<file path="config.mk">
export PLATFORM = sky130hd
export DESIGN_NAME = io_pad_array
export DESIGN_NICKNAME = d
export VERILOG_FILES = /design/src/rtl/io_pad_array.sv
export SDC_FILE = /design/constraint.sdc
export NUM_CORES = 1
export LEC_CHECK = 0
export CAP_MARGIN = 20
export CORE_ASPECT_RATIO = 0.7
export CORE_MARGIN = 5
export CORE_UTILIZATION = 55
export CTS_CLUSTER_SIZE = 8
export DETAILED_ROUTE_END_ITERATION = 6
export HOLD_SLACK_MARGIN = 0.1
export PLACE_DENSITY_LB_ADDON = 0.3
export SLEW_MARGIN = 20
export SYNTH_ARGS = -nofsm -noshare
export SYNTH_HDL_FRONTEND = slang
export SYNTH_SLANG_ARGS = --single-unit
</file>
<file path="constraint.sdc">
create_clock -name clk -period 3.9 [get_ports clk]
set_input_delay 0.78 -clock clk [delete_from_list [all_inputs] [get_ports clk]]
set_output_delay 0.78 -clock clk [all_outputs]
set_load 0.005 [all_outputs]
</file>
<file path="src/rtl/io_pad_array.sv">
// Configurable GPIO pad array: per-pad mode/invert/edge-detect registers behind a
// single config page, with 2-flop input synchronisers and sticky edge status.
module io_pad_array #(
    parameter int unsigned NUM_PADS  = 16,
    parameter logic [31:0] BASE_ADDR = 32'h0000_0100
) (
    input  logic                clk,
    input  logic                reset,
    input  logic [31:0]         config_addr,
    input  logic [31:0]         config_data,
    input  logic                config_en,
    input  logic                config_we,
    output logic [31:0]         config_read_data,
    output logic                config_read_valid,
    input  logic [NUM_PADS-1:0] pad_in,
    output logic [NUM_PADS-1:0] pad_out,
    output logic [NUM_PADS-1:0] pad_oe,
    input  logic [NUM_PADS-1:0] fabric_in,
    output logic [NUM_PADS-1:0] fabric_out,
    output logic                edge_irq
);

    typedef enum logic [1:0] {
        MODE_OFF      = 2'b00,
        MODE_IN       = 2'b01,
        MODE_OUT_COMB = 2'b10,
        MODE_OUT_REG  = 2'b11
    } pad_mode_e;

    localparam logic [7:0] STATUS_OFFSET = 8'h40;

    // Per-pad config word: [1:0] mode, [2] invert, [3] rise enable, [4] fall enable
    logic [NUM_PADS-1:0][4:0] cfg_q, cfg_d;
    logic [NUM_PADS-1:0]      status_q, status_d;
    logic [NUM_PADS-1:0]      sync1_q, sync1_d;
    logic [NUM_PADS-1:0]      sync2_q, sync2_d;
    logic [NUM_PADS-1:0]      hist_q, hist_d;
    logic [NUM_PADS-1:0]      oreg_q, oreg_d;
    logic                     rd_valid_q, rd_valid_d;
    logic [31:0]              rd_data_q, rd_data_d;

    logic                     hit;
    logic [7:0]               offset;
    logic                     wr_hit;
    logic                     rd_hit;

    logic [NUM_PADS-1:0]      inv_vec;
    logic [NUM_PADS-1:0]      in_en;
    logic [NUM_PADS-1:0]      comb_en;
    logic [NUM_PADS-1:0]      reg_en;
    logic [NUM_PADS-1:0]      rise_en;
    logic [NUM_PADS-1:0]      fall_en;
    logic [NUM_PADS-1:0]      s_vec;
    logic [NUM_PADS-1:0]      edge_set;
    logic [NUM_PADS-1:0]      status_clr;
    logic [31:0]              rd_value;

    // Only the low config_data bits reach registers; fold the rest into a sink.
    logic                     unused_data;
    assign unused_data = ^config_data;

    assign hit    = (config_addr[31:8] == BASE_ADDR[31:8]);
    assign offset = config_addr[7:0];
    assign wr_hit = config_en & config_we & hit;
    assign rd_hit = config_en & ~config_we & hit;

    always_comb begin
        inv_vec = '0;
        in_en   = '0;
        comb_en = '0;
        reg_en  = '0;
        rise_en = '0;
        fall_en = '0;
        for (int unsigned i = 0; i < NUM_PADS; i++) begin
            inv_vec[i] = cfg_q[i][2];
            rise_en[i] = cfg_q[i][3];
            fall_en[i] = cfg_q[i][4];
            case (pad_mode_e'(cfg_q[i][1:0]))
                MODE_IN:       in_en[i]   = 1'b1;
                MODE_OUT_COMB: comb_en[i] = 1'b1;
                MODE_OUT_REG:  reg_en[i]  = 1'b1;
                default:       ;
            endcase
        end
    end

    assign s_vec    = sync2_q ^ inv_vec;
    assign edge_set = in_en & ((rise_en & s_vec & ~hist_q) | (fall_en & ~s_vec & hist_q));

    always_comb begin
        cfg_d = cfg_q;
        for (int unsigned i = 0; i < NUM_PADS; i++) begin
            if (wr_hit && (offset == 8'(i))) begin
                cfg_d[i] = config_data[4:0];
            end
        end
    end

    // A fresh edge is ORed in after the clear so it survives a same-cycle W1C.
    always_comb begin
        status_clr = '0;
        if (wr_hit && (offset == STATUS_OFFSET)) begin
            status_clr = config_data[NUM_PADS-1:0];
        end
        status_d = (status_q & ~status_clr) | edge_set;
    end

    always_comb begin
        rd_value = '0;
        for (int unsigned i = 0; i < NUM_PADS; i++) begin
            if (offset == 8'(i)) begin
                rd_value = {27'b0, cfg_q[i]};
            end
        end
        if (offset == STATUS_OFFSET) begin
            rd_value[NUM_PADS-1:0] = status_q;
        end
    end

    always_comb begin
        rd_valid_d = rd_hit;
        rd_data_d  = rd_hit ? rd_value : '0;
        sync1_d    = pad_in;
        sync2_d    = sync1_q;
        hist_d     = s_vec;
        oreg_d     = fabric_in ^ inv_vec;
    end

    always_ff @(posedge clk or negedge reset) begin
        if (!reset) begin
            cfg_q      <= '0;
            status_q   <= '0;
            sync1_q    <= '0;
            sync2_q    <= '0;
            hist_q     <= '0;
            oreg_q     <= '0;
            rd_valid_q <= 1'b0;
            rd_data_q  <= '0;
        end else begin
            cfg_q      <= cfg_d;
            status_q   <= status_d;
            sync1_q    <= sync1_d;
            sync2_q    <= sync2_d;
            hist_q     <= hist_d;
            oreg_q     <= oreg_d;
            rd_valid_q <= rd_valid_d;
            rd_data_q  <= rd_data_d;
        end
    end

    assign fabric_out        = s_vec & in_en;
    assign pad_oe            = comb_en | reg_en;
    assign pad_out           = (comb_en & (fabric_in ^ inv_vec)) | (reg_en & oreg_q);
    assign edge_irq          = |status_q;
    assign config_read_valid = rd_valid_q;
    assign config_read_data  = rd_data_q;

endmodule
</file>
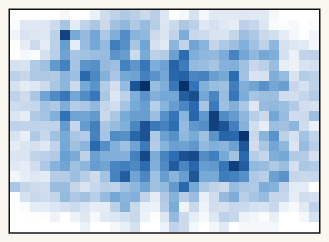
Fig. 1. Wiring heat map.
Scale: 2 px per µm. The die is cut into 31 by 22 equal tiles; white is low, dark blue is high, scaled to the fullest tile. Values are wire area over tile area, all layers added.
The mean over all tiles is 0.21. The fullest tile reaches 0.59. The densest ninth of the die: centre.
total routed wirelength: 22.2 mm
via count of the routed design: 5874
GRT Resource Usage Total: 26.6%
Avg WL per Cell: 21.7 µm

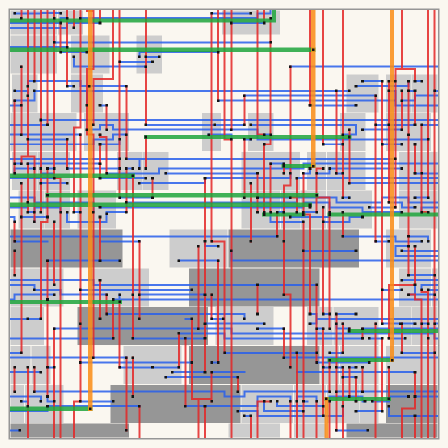
Fig. 2. Zoomed window.
Region (62, 18) to (92, 48) µm. Cells in grey, sequential cells in the stronger grey; small squares are vias.
Key: green = metal 3; blue = metal 1; orange = metal 4; red = metal 2
Sequential cells in the window: 6. 57 logic cells have their middle in the window. Most frequent: nand3_1 (7), mux2_2 (7), dfrtp_1 (6). Netlist names of flops here include cfg_q (6).

routing by layer:
metal / track usage, % / vias up / share of wire, %
met1: 37.5 / 2938 / 45
li1: - / 2658 / -
met5: 0 / - / 0
met3: 5.62 / 47 / 6.3
met2: 41.5 / 231 / 46
met4: 8.88 / 0 / 2.6
flip-flops by register name, indices dropped and copies added (netlist names):
signal,count
cfg_q,80
sync1_q,16
sync2_q,16
config_read_valid,1
oreg_q,16
status_q,16
hist_q,16
config_read_data,16
logic make-up after synthesis:
| family | Yosys count | share of synthesized area (%) |
|---|---|---|
| DFF | 177 | 55.1 |
| and+or+nand+nor | 181 | 13.0 |
| buffers and inverters | 81 | 4.64 |
| other | 1 | 0.0466 |
| xor gates and xnor gates | 32 | 3.49 |
| muxes | 97 | 13.9 |
| AOI/OAI and AO/OA | 100 | 9.87 |
==> run summary <==
The implementation run finished. Switching component of the power landed at 0.000881 W. Number of hold violations in the final report landed at 0. Final design instance area without fill landed at 0.0103 mm².

Leakage dissipation landed at 4.68 nW. In the synthesized netlist, the number of instances is between 600 and 700. The flow ran to the end, and the final reports show no timing, DRC or antenna violations.

Endpoints with negative setup slack in the final report add up to 0. In this run the cell area of the synthesized design comes to 0.00804 mm². Cell internal power was estimated by the tool at 0.00300 W. Counting buffers and inverters, the worst setup path is 7 cells deep. After filler insertion, the fill cell instance count of the layout stands at 1017.

Of the available clock period, the critical path in the final layout requires 76.7%. Pin count of the biggest net entering global routing landed at 92. Number of core rows landed at 37.

The report lists the power per cell area as approximately 380 mW/mm². Total setup buffers inserted after CTS landed at 0. OpenROAD emitted warnings numbering ~42. Per the final layout report, the fraction of cells sized above drive strength 1 comes to 17.9%.

Clock-pin slew reported for the worst setup and hold paths after clock tree synthesis landed at 0.07 ns. The main area contributors are sky130_fd_sc_hd__dfrtp_1, sky130_fd_sc_hd__mux2_2, sky130_fd_sc_hd__nand2b_1. For this floorplan the total number of well-tap instances is 195. The tree is rooted in a sky130_fd_sc_hd__clkbuf_16.

The number of hold buffers added after CTS was 0. For the worst reg-to-reg path, the startpoint reported by OpenROAD is cfg_q[45]. Among all stages on the critical path, the maximum delay recorded is approximately 0.61 ns.

Number of H-tree levels landed at 4. Summed over its instances, the top area cell type makes up 55.1% of the synthesized netlist area. The report lists the number of cells resized after CTS as 0. Number of distinct library cells after synthesis landed at between 50 and 60. The capture point of the critical path was reported as status_q[3]. The critical path is of the primary input to register type. Pins over their slew limit in the final report were tallied at 0. The most critical min-delay path falls under register to register. The chip area line in the Yosys stat output reads 0.00804 mm². Looking at area per cell type in the netlist, the leader is sky130_fd_sc_hd__dfrtp_1. Number of standard cells reported by yosys landed at 669. The largest individual stage delay along the critical path comes from the cell sky130_fd_sc_hd__clkdlybuf4s50_1. Worst IR drop on VDD landed at between 0.0002 and 0.0003 V.
Power is estimated from default activity; no workload was simulated.
